$ cat src/rtl/muldiv_unit.sv
// Purpose: iterative RV32M multiply/divide (radix-2 shift-add multiply, restoring divide), one bit per cycle.
// Latency: WIDTH+1 cycles from the accepting edge to done; divide-by-zero and signed overflow finish in 1 cycle.
// Backpressure: busy is high while iterating; start is ignored while busy (no queueing).
//
// Ports:
//   clk, rst          rising-edge clock, asynchronous active-high reset
//   start             request, accepted when not busy (IDLE or DONE)
//   MDCtl[2:0]        funct3: MUL, MULH, MULHSU, MULHU, DIV, DIVU, REM, REMU
//   SrcA, SrcB        rs1 / rs2 operands, latched at acceptance
//   busy              high while iterating
//   done              one-cycle pulse, MDResult valid
//   MDResult          result, held until the next accepted op completes
module muldiv_unit #(
  parameter int WIDTH = 32
) (
  input  logic             clk,
  input  logic             rst,
  input  logic             start,
  input  logic [2:0]       MDCtl,
  input  logic [WIDTH-1:0] SrcA,
  input  logic [WIDTH-1:0] SrcB,
  output logic             busy,
  output logic             done,
  output logic [WIDTH-1:0] MDResult
);

  localparam int CW = $clog2(WIDTH);

  localparam logic [1:0] IDLE = 2'b00;
  localparam logic [1:0] CALC = 2'b01;
  localparam logic [1:0] DONE = 2'b10;

  logic [1:0]       state;
  logic [CW-1:0]    count;
  logic [2:0]       op;
  logic             neg;       // final result must be negated
  logic [WIDTH-1:0] hi;        // multiply: product high half / divide: partial remainder
  logic [WIDTH-1:0] lo;        // multiply: multiplier shifting out / divide: dividend in, quotient out
  logic [WIDTH-1:0] opnd;      // multiplicand magnitude or divisor magnitude

  // ---------------- acceptance-side decode ----------------
  logic             a_sgn, b_sgn, a_neg, b_neg, neg_in;
  logic [WIDTH-1:0] a_mag, b_mag;
  logic             div_zero, div_ovf, special;
  logic [WIDTH-1:0] special_res;

  always_comb begin
    a_sgn = 1'b0;
    b_sgn = 1'b0;
    case (MDCtl)
      3'd0, 3'd1, 3'd4, 3'd6: begin a_sgn = 1'b1; b_sgn = 1'b1; end
      3'd2:                   a_sgn = 1'b1;
      default:                ;
    endcase
  end

  assign a_neg  = a_sgn & SrcA[WIDTH-1];
  assign b_neg  = b_sgn & SrcB[WIDTH-1];
  assign a_mag  = a_neg ? -SrcA : SrcA;
  assign b_mag  = b_neg ? -SrcB : SrcB;
  // Remainder follows the dividend's sign; everything else follows the sign product.
  assign neg_in = (MDCtl[2] & MDCtl[1]) ? a_neg : (a_neg ^ b_neg);

  assign div_zero = MDCtl[2] && (SrcB == '0);
  assign div_ovf  = MDCtl[2] && !MDCtl[0] &&
                    (SrcA == {1'b1, {(WIDTH-1){1'b0}}}) && (SrcB == '1);
  assign special  = div_zero | div_ovf;
  // MDCtl[1] separates REM/REMU from DIV/DIVU.
  assign special_res = div_zero ? (MDCtl[1] ? SrcA : '1)
                                : (MDCtl[1] ? '0   : SrcA);

  // ---------------- one iteration ----------------
  logic [WIDTH:0]     msum;
  logic [WIDTH:0]     dshift;
  logic               dge;
  logic [WIDTH-1:0]   ddiff;
  logic [WIDTH-1:0]   hi_n, lo_n;
  logic [2*WIDTH-1:0] prod, prod_s;
  logic [WIDTH-1:0]   mul_res, div_sel, div_res, fin;

  // Shift-add: add multiplicand into the high half when the outgoing multiplier bit is 1,
  // then shift the whole {carry, hi, lo} right by one.
  assign msum   = {1'b0, hi} + (lo[0] ? {1'b0, opnd} : '0);
  // Restoring step: bring the next dividend bit into the remainder and subtract if it fits.
  assign dshift = {hi, lo[WIDTH-1]};
  assign dge    = (dshift >= {1'b0, opnd});
  assign ddiff  = dshift[WIDTH-1:0] - opnd;

  assign hi_n = op[2] ? (dge ? ddiff : dshift[WIDTH-1:0]) : msum[WIDTH:1];
  assign lo_n = op[2] ? {lo[WIDTH-2:0], dge} : {msum[0], lo[WIDTH-1:1]};

  // Result formed from the final iteration's next values so it lands in the DONE edge.
  assign prod    = {hi_n, lo_n};
  assign prod_s  = neg ? -prod : prod;
  assign mul_res = (op[1:0] == 2'b00) ? prod_s[WIDTH-1:0] : prod_s[2*WIDTH-1:WIDTH];
  assign div_sel = op[1] ? hi_n : lo_n;
  assign div_res = neg ? -div_sel : div_sel;
  assign fin     = op[2] ? div_res : mul_res;

  // ---------------- state ----------------
  always_ff @(posedge clk or posedge rst) begin
    if (rst) begin
      state    <= IDLE;
      count    <= '0;
      op       <= '0;
      neg      <= 1'b0;
      hi       <= '0;
      lo       <= '0;
      opnd     <= '0;
      MDResult <= '0;
    end else begin
      case (state)
        CALC: begin
          hi <= hi_n;
          lo <= lo_n;
          if (count == '0) begin
            state    <= DONE;
            MDResult <= fin;
          end else begin
            count <= count - 1'b1;
          end
        end
        default: begin  // IDLE or DONE: ready for a new op
          if (start) begin
            op  <= MDCtl;
            neg <= neg_in;
            if (special) begin
              state    <= DONE;
              MDResult <= special_res;
            end else begin
              state <= CALC;
              count <= CW'(WIDTH - 1);
              hi    <= '0;
              lo    <= MDCtl[2] ? a_mag : b_mag;
              opnd  <= MDCtl[2] ? b_mag : a_mag;
            end
          end else begin
            state <= IDLE;
          end
        end
      endcase
    end
  end

  // Decoded straight from the state register, so no input reaches an output combinationally.
  assign busy = (state == CALC);
  assign done = (state == DONE);

endmodule

$ cat config.mk
export PLATFORM = sky130hd
export DESIGN_NAME = muldiv_unit
export DESIGN_NICKNAME = d
export VERILOG_FILES = /design/src/rtl/muldiv_unit.sv
export SDC_FILE = /design/constraint.sdc
export NUM_CORES = 1
export LEC_CHECK = 0
export CAP_MARGIN = 15
export CORE_UTILIZATION = 50
export DETAILED_ROUTE_END_ITERATION = 10
export PLACE_DENSITY_LB_ADDON = 0.2
export SLEW_MARGIN = 10
export SYNTH_ARGS = -nofsm -noshare
export SYNTH_HDL_FRONTEND = slang
export SYNTH_SLANG_ARGS = --single-unit
$ cat constraint.sdc
create_clock -name clk -period 4.8 [get_ports clk]
set_input_delay 0.48 -clock clk [delete_from_list [all_inputs] [get_ports clk]]
set_output_delay 0.48 -clock clk [all_outputs]
set_load 0.02 [all_outputs]
**Clock network drawn from the DEF**

(3 px per um)
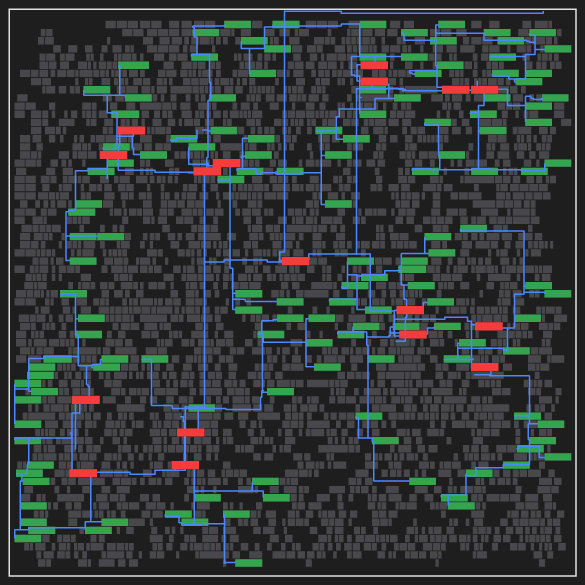
red -> clock drivers  # count 17
green -> flip-flops  # count 139
blue -> clock wires  # length 2450 um
flops lie = all over the die
routed clock nets = 18

**Pin map**

(1.5 px per um) Pins as bars across the die edge, other pins in grey.
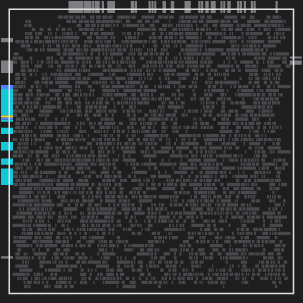
cyan -> `SrcB`  # pins 32, direction input, edge left
yellow -> `busy`  # pins 1, direction output, edge left
blue -> `MDCtl`  # pins 3, direction input, edge left
die extent in x: 188.4 um
IO Port Bufs: 103
vertical die dimension: 188.4 um

==> results.txt <==
On the backend side, the flow ran end to end.

The maximum number of pins on one net before global-route repair stands at 103. The post-route DRC violation count stands at 0. Tracing the worst setup path back leads to its startpoint at opnd[24]. At the pin with the least slew margin, the transition time is 1.086 ns.

On the worst path, the slowest cell contributes a delay of 0.40 ns. The core area stands at 33870 sq um. The area growth from synthesis to layout stands at 23.65%. The final timing summary puts the cycle share of the worst path at a little over nine tenths. By instance count after routing, the leading logic cell type is sky130_fd_sc_hd__buf_4.

Overall routing resource usage recorded by global route was 44.40%. The worst path needs 4.659 ns of the cycle, external delays included. The mux contribution to synthesized area stands at 4.075%. Detailed placement finished with a half-perimeter wire length of 62640 um. The main area contributors are sky130_fd_sc_hd__dfrtp_1 20%, sky130_fd_sc_hd__a21oi_1 7.1%, sky130_fd_sc_hd__o21ai_0 6.3%. The TritonCTS buffer count stands at 17. The chip occupies between 30000 and 40000 sq um. Per the run summary, max-cap violations total 0. Per the synthesis report, the XOR/XNOR share of the synthesized area is 7.913%. Measured against its own limit, the worst slew margin works out to 27.55%. The clock transition at the registers of the reported paths stands at 0.07 ns. Per the post-route antenna check, the number of violating nets is 0.

The number of buffers and inverters on the critical path stands at 7. Per the CTS log, the buffer count on the longest clock path is 2. As reported, the later end of the worst-skew pair has a clock insertion delay of 0.46 ns. Ranking logic cells in the layout by count gives the top entries 272 x sky130_fd_sc_hd__buf_4, 259 x sky130_fd_sc_hd__nand2_1, 240 x sky130_fd_sc_hd__a21oi_1.

The global-route wire length before repair stands at 119300 um. The post-synth count of flops with an enable pin is 0. The count of fill cells added during filler insertion stands at about 3100.

The critical path data arrival time stands at 4.99 ns. TritonCTS built the clock tree. Per the synthesis report, the AND-OR/OR-AND share of the synthesized area is between 30% and 40%. Dividing the detail-routed via count by the number of cells gives 6.716.

The maximum fanout along the worst path stands at 11. The first routing iteration left 2624 violations. A synthesized cell averages 7.142 sq um. For this run, the number of Yosys warnings is 0. After synthesis the netlist holds a flip-flop and latch count of 139. Walking the worst path, the cells encountered are inv_1 > ha_1 > nand2_1 > buf_4 > nor4_4 > nand4_2 > a31oi_2 > buf_12 > nor2_4 > buf_4 > buf_6 > a221oi_1 > buf_4 > o32a_1 > nor2_2 > nand2_1 > buf_4 > nand2_1 > xnor2_1 > a21oi_1 > a21oi_1.

The final setup TNS stands at 0 ns. The worst setup path is launched from a flip-flop. The H-tree level count stands at 4. The type recorded for the worst min-delay path is reg2reg.

For reference, simple AND, OR, NAND and NOR cells occupy 25.14% of the area reported after synthesis. Per STA, the library cell used most along the worst path is sky130_fd_sc_hd__buf_4. Looking at the reg2reg group, the worst path starts from opnd[24]. The post-synthesis adder-cell area fraction stands at 6.264%. The via count of the first global-routing pass is roughly 19000.

Global routing finished with a remaining overflow of 0. RePlAce ended its routability-driven mode at a weighted congestion of 1.076.

The detailed placer reported the number of placed instances as 3086. According to the report, the first pass of detailed routing completed in 6 iterations. Per the synth stats, the proportion of register bits with asynchronous set or reset is 100.0%. Summed over all instances, the cell type with the most area after synthesis is sky130_fd_sc_hd__dfrtp_1. The initial standard-cell utilization of the core stands at 51.31%. The layout summary lists the proportion of cells stronger than drive strength 1 as 16.88%.

The number of top-level pins stands at 104. Detailed placement reports a standard cell area of 20340 sq um. The hold violation total from the final report stands at 0. The most frequently used library cell after synthesis is sky130_fd_sc_hd__nand2_1. The top-area cell type share of the netlist area stands at 20.02%.

The finished layout holds roughly 3100 standard cells, fillers aside. The final report gives the standard cell area, fillers excluded, as 21490 sq um. The final layout net count stands at roughly 2800. The timing report attributes the biggest portion of critical-path delay to AND-OR/OR-AND gates. In this run, distinct cell masters in the synthesized netlist total 110.

The final number of setup-violating endpoints stands at 0. After detailed routing, the average wire length per cell comes to approximately 26 um. The run finished with clean final reports. Of the synthesized area, sequential elements account for 20.02%. The yosys-reported design area after synthesis stands at 17380 sq um.

For the worst min-delay path, the startpoint reported by OpenROAD is opnd[12]. In the synthesized netlist, the cells that appear most often are 263 x sky130_fd_sc_hd__nand2_1, 246 x sky130_fd_sc_hd__a21oi_1, 225 x sky130_fd_sc_hd__nor2_1. Synthesis produced a netlist with a net count of between 2000 and 3000. Based on the critical path, the design can be clocked at up to 214.7 MHz. The tree is rooted in a sky130_fd_sc_hd__clkbuf_16. After synthesis the cells add up to 17380 sq um. For this block, the via count after detailed routing is around 21000.

The final number of max-transition violations stands at 0. The final worst clock skew stands at 0.01244 ns. The largest individual stage delay along the critical path comes from the cell sky130_fd_sc_hd__nor4_4. The tool warning count for the run is 31. After synthesis, the largest family of logic cells by area is AND-OR/OR-AND gates. Wires add up to 80240 um. For reference, the most critical setup path is categorized as reg2reg. For reference, the placement row count at floorplan is 67. The initial antenna violation count stands at 1. The clock drives 139 sinks.

The most used flip-flop cell after synthesis is sky130_fd_sc_hd__dfrtp_1. The worst setup path is captured at a flip-flop. Per the Yosys statistics, synthesis produced 2433 cells. The required time at the worst endpoint is listed as 5.13 ns. Synthesis produced a netlist whose cell count is between 2000 and 2500.
[cell type report]
cell class                 count  area (sq um)  share of cell area (%)
multi-input combinational   2056         13350                   62.12
sequential                   139          3486                   16.22
timing repair buffer         381          3186                   14.83
tap                          448         560.5                   2.609
clock buffer                  20         446.7                   2.079
inverter                      76         290.3                   1.351
clock inverter                12         162.7                  0.7570
antenna                        3         7.507                 0.03494
[path summary, 6_finish.rpt]
check	slack, ns	end	cells after the start
min reg2reg	0.50	opnd[12]	2
max reg2reg	0.14	MDResult[12]	21
min	0.50	opnd[12]	2
min in group asynchronous	0.58	hi[5]	2
max in group asynchronous	3.38	MDResult[23]	3
max	0.14	MDResult[12]	21
[timing repair]
item	4_1_cts	5_1_grt
gates resized	2	90
setup endpoints to repair	7	24
hold endpoints to repair	0	0
hold buffers	0	0
setup buffers	0	14
pin swaps	1	28
[registers in the layout, indices dropped and copies added (netlist names)]
signal	flops
MDResult	32
count	5
hi	32
lo	32
neg	1
op	3
opnd	32
state	2
[metrics by stage]
| stage | hold slack [ns] | util [%] | setup slack [ns] |
|---|---|---|---|
| 4_1_cts | 0.4999 | 61.90 | 0.009282 |
| 5_1_grt | 0.5309 | 63.42 | -0.01799 |
| 6_report | 0.4992 | 63.44 | 0.1414 |
| 3_3_place_gp | 0.4765 | 60.07 | 0.05107 |
| 2_1_floorplan | 0.4632 | - | 0.1545 |
| 3_5_place_dp | 0.4855 | 60.07 | 0.008934 |
[metal layers]
layer,global-route usage [%],routed length [um],vias up
li1,-,-,9440
met1,57.74,31630,9963
met2,64.26,33530,1378
met3,11.21,9095,274
met4,30.77,5985,0
met5,0,0,-
